### config.mk
export PLATFORM = sky130hd
export DESIGN_NAME = segment_bus_cycle_unit
export DESIGN_NICKNAME = d
export VERILOG_FILES = /design/src/rtl/segment_bus_cycle_unit_pkg.sv /design/src/rtl/segment_bus_cycle_unit_phys_addr_gen.sv /design/src/rtl/segment_bus_cycle_unit.sv
export SDC_FILE = /design/constraint.sdc
export NUM_CORES = 1
export LEC_CHECK = 0
export ABC_AREA = 1
export CORE_MARGIN = 2
export CORE_UTILIZATION = 40
export DETAILED_ROUTE_END_ITERATION = 10
export PLACE_DENSITY = 0.8
export SLEW_MARGIN = 20
export SYNTH_ARGS = -nofsm -noshare
export SYNTH_HDL_FRONTEND = slang
export SYNTH_SLANG_ARGS = --single-unit
### constraint.sdc
create_clock -name CLK -period 4.6 [get_ports CLK]
set_clock_uncertainty 0.2 [all_clocks]
set_input_delay 0.69 -clock CLK [delete_from_list [all_inputs] [get_ports CLK]]
set_output_delay 0.69 -clock CLK [all_outputs]
set_load 0.02 [all_outputs]
### src/rtl/segment_bus_cycle_unit_pkg.sv
// Shared types and constants for the segment bus cycle unit and its address generator.
package segment_bus_cycle_unit_pkg;

    localparam int unsigned ADDR_W_DEFAULT = 20;
    localparam int unsigned DATA_W_DEFAULT = 16;

    localparam logic [1:0] SEG_ES = 2'b00;
    localparam logic [1:0] SEG_CS = 2'b01;
    localparam logic [1:0] SEG_SS = 2'b10;
    localparam logic [1:0] SEG_DS = 2'b11;

    typedef enum logic [2:0] {
        StIdle,
        StT1,
        StT2,
        StT3,
        StTw,
        StT4
    } bus_state_e;

    function automatic logic [15:0] seg_select(input logic [1:0]  sel,
                                               input logic [15:0] es,
                                               input logic [15:0] cs,
                                               input logic [15:0] ss,
                                               input logic [15:0] ds);
        logic [15:0] val;
        unique case (sel)
            SEG_ES:  val = es;
            SEG_CS:  val = cs;
            SEG_SS:  val = ss;
            default: val = ds;
        endcase
        return val;
    endfunction

endpackage

### src/rtl/segment_bus_cycle_unit_phys_addr_gen.sv
// Physical address former: (segment << 4) + offset, carry out of the top bit discarded.
module phys_addr_gen
    import segment_bus_cycle_unit_pkg::*;
#(
    parameter int unsigned ADDR_W = ADDR_W_DEFAULT
) (
    input  logic [15:0]       seg_i,
    input  logic [15:0]       offset_i,
    output logic [ADDR_W-1:0] addr_o
);

    assign addr_o = ADDR_W'({seg_i, 4'b0000}) + ADDR_W'(offset_i);

endmodule

### src/rtl/segment_bus_cycle_unit.sv
// 8086-style T1..T4 bus cycle engine driven by segment:offset requests.
// Optional abort on excessive wait states when BUS_TIMEOUT_EN is defined.
module segment_bus_cycle_unit
  import segment_bus_cycle_unit_pkg::*;
#(
  parameter int unsigned ADDR_W         = ADDR_W_DEFAULT,
  parameter int unsigned DATA_W         = DATA_W_DEFAULT,
  parameter int unsigned TIMEOUT_CYCLES = 16
) (
  input  logic              CLK,
  input  logic              RST,
  input  logic              REQ_VALID,
  output logic              REQ_READY,
  input  logic [1:0]        REQ_SEG,
  input  logic [15:0]       REQ_OFFSET,
  input  logic              REQ_WR,
  input  logic [DATA_W-1:0] REQ_WDATA,
  input  logic [15:0]       Q_CS,
  input  logic [15:0]       Q_DS,
  input  logic [15:0]       Q_ES,
  input  logic [15:0]       Q_SS,
  output logic [ADDR_W-1:0] BUS_ADDR,
  output logic              BUS_ALE,
  output logic              BUS_RD_N,
  output logic              BUS_WR_N,
  output logic [DATA_W-1:0] BUS_DOUT,
  output logic              BUS_DOUT_EN,
  input  logic [DATA_W-1:0] BUS_DIN,
  input  logic              BUS_READY,
  output logic              RSP_VALID,
  output logic [DATA_W-1:0] RSP_RDATA,
  output logic              RSP_ERR
);

  bus_state_e        state_q, state_d;
  logic [ADDR_W-1:0] addr_q, addr_d;
  logic              wr_q, wr_d;
  logic [DATA_W-1:0] wdata_q, wdata_d;
  logic [DATA_W-1:0] rdata_q, rdata_d;
  logic [15:0]       sel_seg;
  logic [ADDR_W-1:0] phys_addr;
  logic              accept;
  logic              complete;
  logic              strobe_on;
  logic              timeout;

  // Segment is taken from the bank outputs as seen during the accept cycle.
  assign sel_seg = seg_select(REQ_SEG, Q_ES, Q_CS, Q_SS, Q_DS);

  phys_addr_gen #(
    .ADDR_W (ADDR_W)
  ) u_phys_addr_gen (
    .seg_i    (sel_seg),
    .offset_i (REQ_OFFSET),
    .addr_o   (phys_addr)
  );

  assign accept   = (state_q == StIdle) && REQ_VALID;
  assign complete = ((state_q == StT3) || (state_q == StTw)) && (state_d == StT4);

`ifdef BUS_TIMEOUT_EN
  localparam int unsigned      CNT_W       = $clog2(TIMEOUT_CYCLES + 1);
  localparam logic [CNT_W-1:0] TIMEOUT_VAL = CNT_W'(TIMEOUT_CYCLES);

  logic [CNT_W-1:0] wait_cnt_q, wait_cnt_d;
  logic             err_q, err_d;

  assign timeout = (state_q == StTw) && (wait_cnt_q >= TIMEOUT_VAL);

  always_comb begin
    wait_cnt_d = wait_cnt_q;
    err_d      = err_q;
    if (state_q == StIdle) begin
      wait_cnt_d = '0;
    end else if (((state_q == StT3) || (state_q == StTw)) && !BUS_READY && !timeout) begin
      wait_cnt_d = wait_cnt_q + 1'b1;
    end
    if (complete) begin
      err_d = timeout;
    end
  end

  always_ff @(posedge CLK or negedge RST) begin
    if (!RST) begin
      wait_cnt_q <= '0;
      err_q      <= 1'b0;
    end else begin
      wait_cnt_q <= wait_cnt_d;
      err_q      <= err_d;
    end
  end

  assign RSP_ERR = (state_q == StT4) && err_q;
`else
  assign timeout = 1'b0;
  assign RSP_ERR = 1'b0;
`endif

  always_comb begin
    state_d = state_q;
    unique case (state_q)
      StIdle:     if (REQ_VALID) state_d = StT1;
      StT1:       state_d = StT2;
      StT2:       state_d = StT3;
      StT3, StTw: begin
        if (BUS_READY || timeout) begin
          state_d = StT4;
        end else begin
          state_d = StTw;
        end
      end
      StT4:       state_d = StIdle;
      default:    state_d = StIdle;
    endcase
  end

  always_comb begin
    addr_d  = addr_q;
    wr_d    = wr_q;
    wdata_d = wdata_q;
    rdata_d = rdata_q;
    if (accept) begin
      addr_d  = phys_addr;
      wr_d    = REQ_WR;
      wdata_d = REQ_WDATA;
    end
    if (complete) begin
      if (timeout) begin
        rdata_d = '1;
      end else if (!wr_q) begin
        rdata_d = BUS_DIN;
      end
    end
  end

  always_ff @(posedge CLK or negedge RST) begin
    if (!RST) begin
      state_q <= StIdle;
      addr_q  <= '0;
      wr_q    <= 1'b0;
      wdata_q <= '0;
      rdata_q <= '0;
    end else begin
      state_q <= state_d;
      addr_q  <= addr_d;
      wr_q    <= wr_d;
      wdata_q <= wdata_d;
      rdata_q <= rdata_d;
    end
  end

  // Strobes span T2 through the last wait state; T4 releases them.
  assign strobe_on = (state_q == StT2) || (state_q == StT3) || (state_q == StTw);

  assign REQ_READY   = (state_q == StIdle);
  assign BUS_ADDR    = addr_q;
  assign BUS_ALE     = (state_q == StT1);
  assign BUS_RD_N    = !(strobe_on && !wr_q);
  assign BUS_WR_N    = !(strobe_on && wr_q);
  assign BUS_DOUT_EN = strobe_on && wr_q;
  assign BUS_DOUT    = BUS_DOUT_EN ? wdata_q : '0;
  assign RSP_VALID   = (state_q == StT4);
  assign RSP_RDATA   = rdata_q;

endmodule

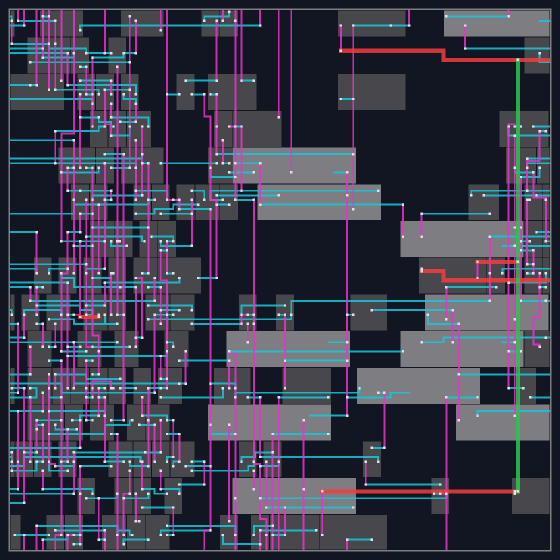
(layout detail)
Window x 30 to 70, y 30 to 70 um. Cells in gray, sequential cells in the stronger gray; small squares are vias.
Red shows metal 3. Green shows metal 4. Magenta shows metal 2. Cyan shows metal 1.
Sequential cells in the window: 11. Netlist names of flops here include BUS_ADDR (6), state_q (3). Most frequent: nand2_1 (40), inv_1 (13). 115 logic cells have their middle in the window.

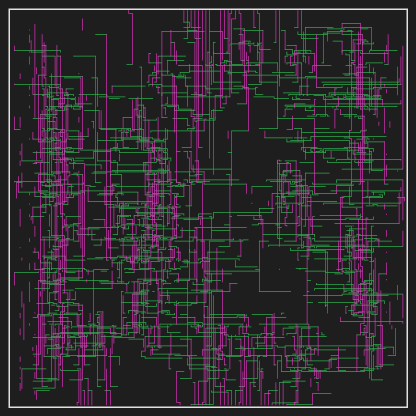
(wiring by layer)
(4 px per um) Two of the layers only.
Green shows metal 1, wire length 4020 um. Magenta shows metal 2, wire length 4800 um.
final wirelength: 9745 um
wire per inst: 12.72 um
GRT Total Usage: 19.55%
vias: 3694

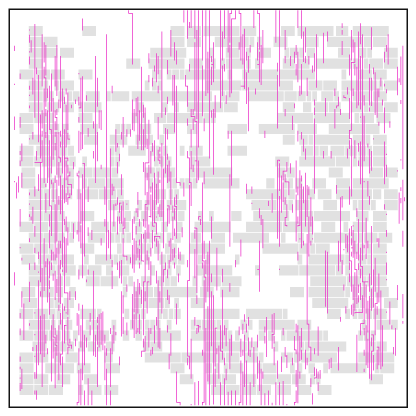
(signal wires on met2)
(4 px per um) Cells faint in the background.
The wires run mostly vertical. 649 nets have wire on it. The longest straight run is 56.4 um. The layer holds 49% of the routed length. The layer carries 4800 um of wire.
GRT met2 Usage: 35.50%

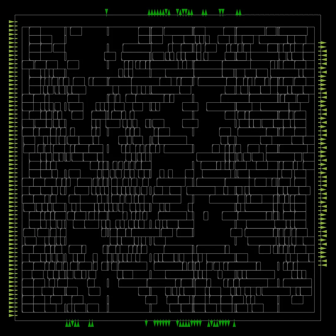
(placement view)
Flops: 56
total core area: 8763 um2
tap cells: 108
fill count: 774

==> flow_summary_export.csv <==
group,metric,value,unit
final_timing,hold_violations,0,
global_routing,grt_max_degree,50,
place,io_buffer_count,176,
place,dpl.hpwl,8099,um
logic_synthesis,common_cells,"136 x nand2_1, 66 x inv_1, 56 x dfrtp_1",
logic_synthesis,syn_area,3617,um2
logic_synthesis,topCellsByArea,"dfrtp_1 39%, nand2_1 14%, o21ai_0 7.3%",
power,power.switching,1.118,mW
logic_synthesis,edf_count,0,
power,p_clk_share,10.4,%
flow_run,drv_cap,0,
power,pwr-share-comb,58.0,%
logic_synthesis,synth.most_common_cell,"nand2_1",
global_routing,grt_first_pass_wirelength,16010,um
run_status,outcome,"finished, final reports clean",
logic_synthesis,yosysWarningCount,0,
logic_synthesis,ys_ff,56,
logic_synthesis,ys_seq_share,38.74,%
layout,syn_to_final_growth,51.82,%
critical_path,worstPathRequired,4.59,ns
critical_path,cp_data_arrival_time,3.63,ns
clock_tree,clk_latency,0.30,ns
route,drtIter0Drc,137,
clock_tree,cts_tree,"done",
die,io_pins,178,
layout,num_antenna_cells,0,
clock_tree,clock_path_buffers,2,
final_timing,period_used_share,79.01,%
logic_synthesis,ys_chip_area,3617,um2
layout,fin_nets,791,
route,ant_nets,0,
critical_path,critPathKind,"in2reg",
final_timing,maxSlewViolCount,0,
logic_synthesis,ys_cells,493,
logic_synthesis,synthArstFlopShare,100.0,%
power,power_density,486.9,nW/um2
final_timing,relSlewSlack,40.24,%
critical_path,startpoint_type,"primary input",
die,dieArea,9820,um2
global_routing,grt_overflow_total,0,
die,num_rows,34,
cell families (layout without fill, tap and decap cells):
group | count (synthesis) | after routing | synth area share (%)
simple gates | 241 | 241 | 29.99
buf+inv | 90 | 255 | 10.72
compound gates | 86 | 86 | 14.18
flops | 56 | 56 | 38.74
fa+ha+maj | 14 | 14 | 5.050
xor+xnor | 5 | 5 | 1.211
other cells | 1 | 1 | 0.1037
routing by layer:
metal / global-route usage (%) / routed length (um)
met5: 0 / 0
met4: 4.742 / 119
met3: 4.498 / 803
met2: 35.50 / 4798
met1: 23.41 / 4024
layout by cell type, fill, tap and decap left out, types with 3 or more instances in the layout:
master / count
inv_2: 5
o21ai_2: 16
nor2_2: 5
o21ai_0: 53
nand3_1: 34
dfrtp_1: 56
nor2_1: 32
inv_1: 66
nand2_2: 17
ha_1: 13
xnor2_1: 3
nand2_1: 136
clkdlybuf4s50_1: 175
a21oi_1: 8
clkbuf_8: 7
power groups by stage:
stage / sequential (mW) / combinational [mW] / clock [mW]
final: 0.845 / 1.55 / 0.278
after global routing: 0.872 / 1.70 / 0.310
after CTS: 0.844 / 1.57 / 0.291
after detailed placement: 0.852 / 1.57 / 0
after global placement: 0.844 / 1.54 / 0
after floorplan: 1.02 / 0.732 / 0
flip-flops by register name, summed over array words and instances (netlist names):
signal / count
RSP_RDATA: 16
BUS_ADDR: 20
wr_q: 1
wdata_q: 16
state_q: 3
critical path, stage by stage:
cell             delay, ns
clkdlybuf4s50_1       0.77
nor2_2                0.60
nand2_1               0.10
nand3_1               0.11
o21ai_0               0.09
inv_1                 0.07
ha_1                  0.20
nand2_1               0.11
nor2_1                0.10
nand2_1               0.06
nand3_1               0.08
nand2_1               0.07
nor2_1                0.20
nand3_1               0.13
nand2_1               0.07
nand2_1               0.05
nand3_1               0.06
nand2_1               0.06
path summary, 6_finish.rpt:
path	start	end	slack, ns
min	RST	wdata_q[5]	0.18
max reg2reg	state_q[1]	RSP_RDATA[0]	2.23
min reg2reg	BUS_ADDR[17]	BUS_ADDR[17]	0.28
max in group asynchronous	RST	RSP_RDATA[13]	3.21
min in group CLK	BUS_ADDR[17]	BUS_ADDR[17]	0.28
max	REQ_SEG[1]	BUS_ADDR[18]	0.97
cell type report:
type                       instances  area (um2)  share of cell area, %
inverter                          71       266.5                  4.853
multi-input combinational        347        1828                  33.29
sequential                        56        1401                  25.52
clock buffer                       7       96.34                  1.754
tap                              108       135.1                  2.461
timing repair buffer             177        1764                  32.13
stage by stage:
stage	cells	hold slack, ns	area [um2]	power (mW)	utilization (%)
6_report	766	0.1801	5492	2.674	62.66
5_1_grt	766	0.2112	5492	2.877	62.66
4_1_cts	766	0.2000	5492	2.706	62.66
3_5_place_dp	759	0.2654	5395	2.420	61.56
3_3_place_gp	759	0.2622	5395	2.383	61.56
2_1_floorplan	493	0.1944	3617	1.750	-
Power is estimated from default activity; no workload was simulated.
